`src/rtl/spi_controller.sv`:
```
// SPI mode-0 initiator: serialises one 16-bit {wr, addr, wdata} frame per accepted start, MSB first.
// Optional one-entry command buffer is enabled with `define SPI_CTRL_CMD_BUF_EN.
module spi_controller #(
  parameter int CLK_DIV  = 8,
  parameter int CS_SETUP = 4,
  parameter int CS_HOLD  = 4,
  parameter int CS_GAP   = 8
) (
  input  logic       clk,
  input  logic       rst_n,
  input  logic       start,
  input  logic       wr,
  input  logic [6:0] addr,
  input  logic [7:0] wdata,
  output logic       busy,
  output logic       done,
  output logic       ncs,
  output logic       sclk,
  output logic       copi
);

  localparam int MAX_A   = (CLK_DIV > CS_SETUP) ? CLK_DIV : CS_SETUP;
  localparam int MAX_B   = (CS_HOLD > CS_GAP) ? CS_HOLD : CS_GAP;
  localparam int CNT_MAX = (MAX_A > MAX_B) ? MAX_A : MAX_B;
  localparam int CNT_W   = $clog2(CNT_MAX + 1);

  localparam logic [CNT_W-1:0] SETUP_LD = CNT_W'(CS_SETUP);
  localparam logic [CNT_W-1:0] DIV_LD   = CNT_W'(CLK_DIV - 1);
  localparam logic [CNT_W-1:0] HOLD_LD  = CNT_W'(CS_HOLD - 1);
  localparam logic [CNT_W-1:0] GAP_LD   = CNT_W'(CS_GAP - 1);

  typedef enum logic [2:0] {
    IDLE,
    SETUP,
    SHIFT,
    HOLD,
    GAP
  } state_t;

  state_t           state, state_d;
  logic [CNT_W-1:0] cnt, cnt_d;
  logic [3:0]       bitn, bitn_d;
  logic [15:0]      shreg, shreg_d;
  logic             ncs_d, sclk_d, copi_d, busy_d, done_d;
  logic [15:0]      cmd;

  assign cmd = {wr, addr, wdata};

`ifdef SPI_CTRL_CMD_BUF_EN
  logic        buf_valid, buf_valid_d;
  logic [15:0] buf_data, buf_data_d;
`endif

  // All outputs are flops so nothing combinational reaches the pins.
  always_ff @(posedge clk or negedge rst_n) begin
    if (!rst_n) begin
      state <= IDLE;
      cnt   <= '0;
      bitn  <= '0;
      shreg <= '0;
      ncs   <= 1'b1;
      sclk  <= 1'b0;
      copi  <= 1'b0;
      busy  <= 1'b0;
      done  <= 1'b0;
`ifdef SPI_CTRL_CMD_BUF_EN
      buf_valid <= 1'b0;
      buf_data  <= '0;
`endif
    end else begin
      state <= state_d;
      cnt   <= cnt_d;
      bitn  <= bitn_d;
      shreg <= shreg_d;
      ncs   <= ncs_d;
      sclk  <= sclk_d;
      copi  <= copi_d;
      busy  <= busy_d;
      done  <= done_d;
`ifdef SPI_CTRL_CMD_BUF_EN
      buf_valid <= buf_valid_d;
      buf_data  <= buf_data_d;
`endif
    end
  end

  always_comb begin
    state_d = state;
    cnt_d   = cnt;
    bitn_d  = bitn;
    shreg_d = shreg;
    ncs_d   = ncs;
    sclk_d  = sclk;
    copi_d  = copi;
    busy_d  = busy;
    done_d  = 1'b0;
`ifdef SPI_CTRL_CMD_BUF_EN
    buf_valid_d = buf_valid;
    buf_data_d  = buf_data;
`endif

    case (state)
      IDLE: begin
`ifdef SPI_CTRL_CMD_BUF_EN
        if (buf_valid) begin
          state_d     = SETUP;
          cnt_d       = SETUP_LD;
          shreg_d     = buf_data;
          buf_valid_d = start;
          buf_data_d  = start ? cmd : buf_data;
        end else if (start) begin
          state_d = SETUP;
          cnt_d   = SETUP_LD;
          shreg_d = cmd;
        end
`else
        if (start) begin
          state_d = SETUP;
          cnt_d   = SETUP_LD;
          shreg_d = cmd;
        end
`endif
      end

      // ncs drops on the first SETUP edge, so setup spans CS_SETUP+1 counter steps.
      SETUP: begin
        ncs_d  = 1'b0;
        sclk_d = 1'b0;
        copi_d = shreg[15];
        busy_d = 1'b1;
        if (cnt == '0) begin
          state_d = SHIFT;
          sclk_d  = 1'b1;
          cnt_d   = DIV_LD;
          bitn_d  = '0;
        end else begin
          cnt_d = cnt - 1'b1;
        end
      end

      SHIFT: begin
        if (cnt != '0) begin
          cnt_d = cnt - 1'b1;
        end else if (sclk) begin
          sclk_d = 1'b0;
          cnt_d  = DIV_LD;
          if (bitn != 4'd15) begin
            shreg_d = {shreg[14:0], 1'b0};
            copi_d  = shreg[14];
          end
        end else if (bitn == 4'd15) begin
          state_d = HOLD;
          cnt_d   = HOLD_LD;
        end else begin
          sclk_d = 1'b1;
          bitn_d = bitn + 1'b1;
          cnt_d  = DIV_LD;
        end
      end

      HOLD: begin
        if (cnt == '0) begin
          state_d = GAP;
          ncs_d   = 1'b1;
          copi_d  = 1'b0;
          cnt_d   = GAP_LD;
        end else begin
          cnt_d = cnt - 1'b1;
        end
      end

      GAP: begin
        if (cnt == '0) begin
          done_d = 1'b1;
`ifdef SPI_CTRL_CMD_BUF_EN
          if (buf_valid) begin
            state_d     = SETUP;
            cnt_d       = SETUP_LD;
            shreg_d     = buf_data;
            buf_valid_d = 1'b0;
          end else begin
            state_d = IDLE;
            busy_d  = 1'b0;
          end
`else
          state_d = IDLE;
          busy_d  = 1'b0;
`endif
        end else begin
          cnt_d = cnt - 1'b1;
        end
      end

      default: begin
        state_d = IDLE;
        ncs_d   = 1'b1;
        sclk_d  = 1'b0;
        copi_d  = 1'b0;
        busy_d  = 1'b0;
      end
    endcase

`ifdef SPI_CTRL_CMD_BUF_EN
    // A start arriving mid-frame parks in the buffer if it is free; otherwise it is dropped.
    if (start && (state != IDLE) && !buf_valid) begin
      buf_valid_d = 1'b1;
      buf_data_d  = cmd;
    end
`endif
  end

endmodule

```
`config.mk`:
```
export PLATFORM = sky130hd
export DESIGN_NAME = spi_controller
export DESIGN_NICKNAME = d
export VERILOG_FILES = /design/src/rtl/spi_controller.sv
export SDC_FILE = /design/constraint.sdc
export NUM_CORES = 1
export LEC_CHECK = 0
export ABC_AREA = 1
export ABC_CLOCK_PERIOD_IN_PS = 2050
export CAP_MARGIN = 20
export CORE_UTILIZATION = 50
export DETAILED_ROUTE_END_ITERATION = 8
export DONT_BUFFER_PORTS = 1
export PLACE_DENSITY = 0.71
export SLEW_MARGIN = 20
export SYNTH_ARGS = -nofsm -noshare
export SYNTH_HDL_FRONTEND = slang
export SYNTH_SLANG_ARGS = --single-unit
```
`constraint.sdc`:
```
create_clock -name clk -period 2.05 [get_ports clk]
set_input_delay 0.41 -clock clk [delete_from_list [all_inputs] [get_ports clk]]
set_output_delay 0.41 -clock clk [all_outputs]
set_load 0.01 [all_outputs]
```
==> reports/qor.yml <==
status: "finished clean"
top_power_group: "combinational logic"
ys_warn_count: 0
syn-num-nets: 242
synthCells: 221
top_cells_by_area: "dfrtp_1 (44%), nand2_1 (17%), a21boi_0 (5.9%)"
cp.buffers_inverters: 1
nonClockInverterCount: 15
holdPathStages: 2
top_cell: "nand2_1"
r2r-start: "state[0]$_DFFE_PN0P_"
post_cts_buffers: 0
initCoreUtil_pct: 52.9
powerComb_uw: 1660
design_area_um2: 1910
met3_usage_pct: 6.72
fin_ws_ns: 0.343
reg2regPathDepth: 8
worst-path-max-fanout: 22
core_um2: 3360
ys_cells: 221
edf_count: 0
r2r_setup_slack_ns: 0.34
crit_slowest_cell: "dfrtp_1"
synth-compound-area-share_pct: 16.1
wl_met3_um: 219
grt_max_degree: 33
combGateArea_um2: 866
wire_per_inst_um: 12.6
layout_top_cells: "nand2_1 (81), dfrtp_1 (31), nand3_1 (16), a21boi_0 (14), inv_1 (13)"
buf_share_pct: 2.36
ys.flops: 32
chipArea_um2: 3800
regMostFlops: "shreg"
slew_viol_final: 0
syn2layout_area_growth_pct: 7.24
tns_ns: 0
ys.flop_type: "dfrtp_1"
drt_wl_total_mm: 3.43
setup_viol: 0
largest_reg_flops: 16
dpl_cell_area_um2: 1800
The clock network:
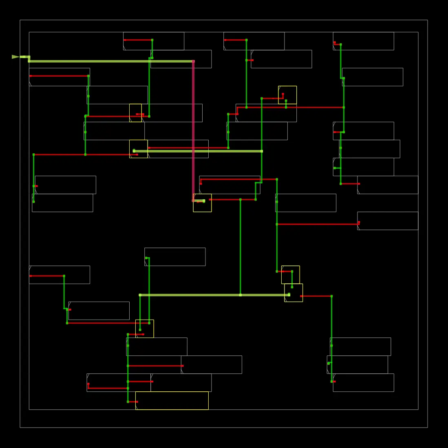
Clock Power: 483 µW
CLK BUF: 5

Met3 routing:
Drawn at 8 px/µm.
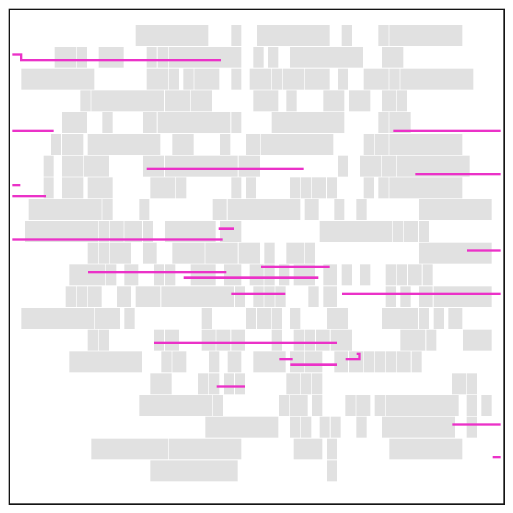
main direction	horizontal
nets with wire on the layer	20
longest straight run	26.0 µm
share of all routed wire	6.4%
wire length on this layer	220 µm

Pin placement:
Drawn at 6 px/µm. Pins as bars across the die edge, other pins in gray.
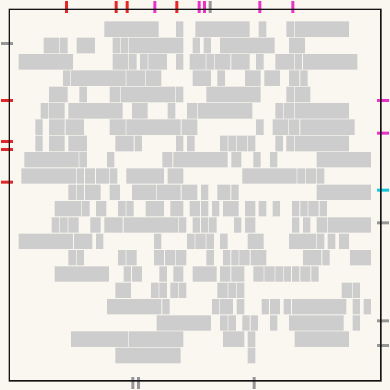
port	color	pins	direction	edge
copi	cyan	1	output	right
wdata	red	8	input	4 left, 4 top
addr	magenta	7	input	5 top, 2 right
all pins by edge	10 top, 6 right, 5 left, 3 bottom

Power is estimated from default activity; no workload was simulated.
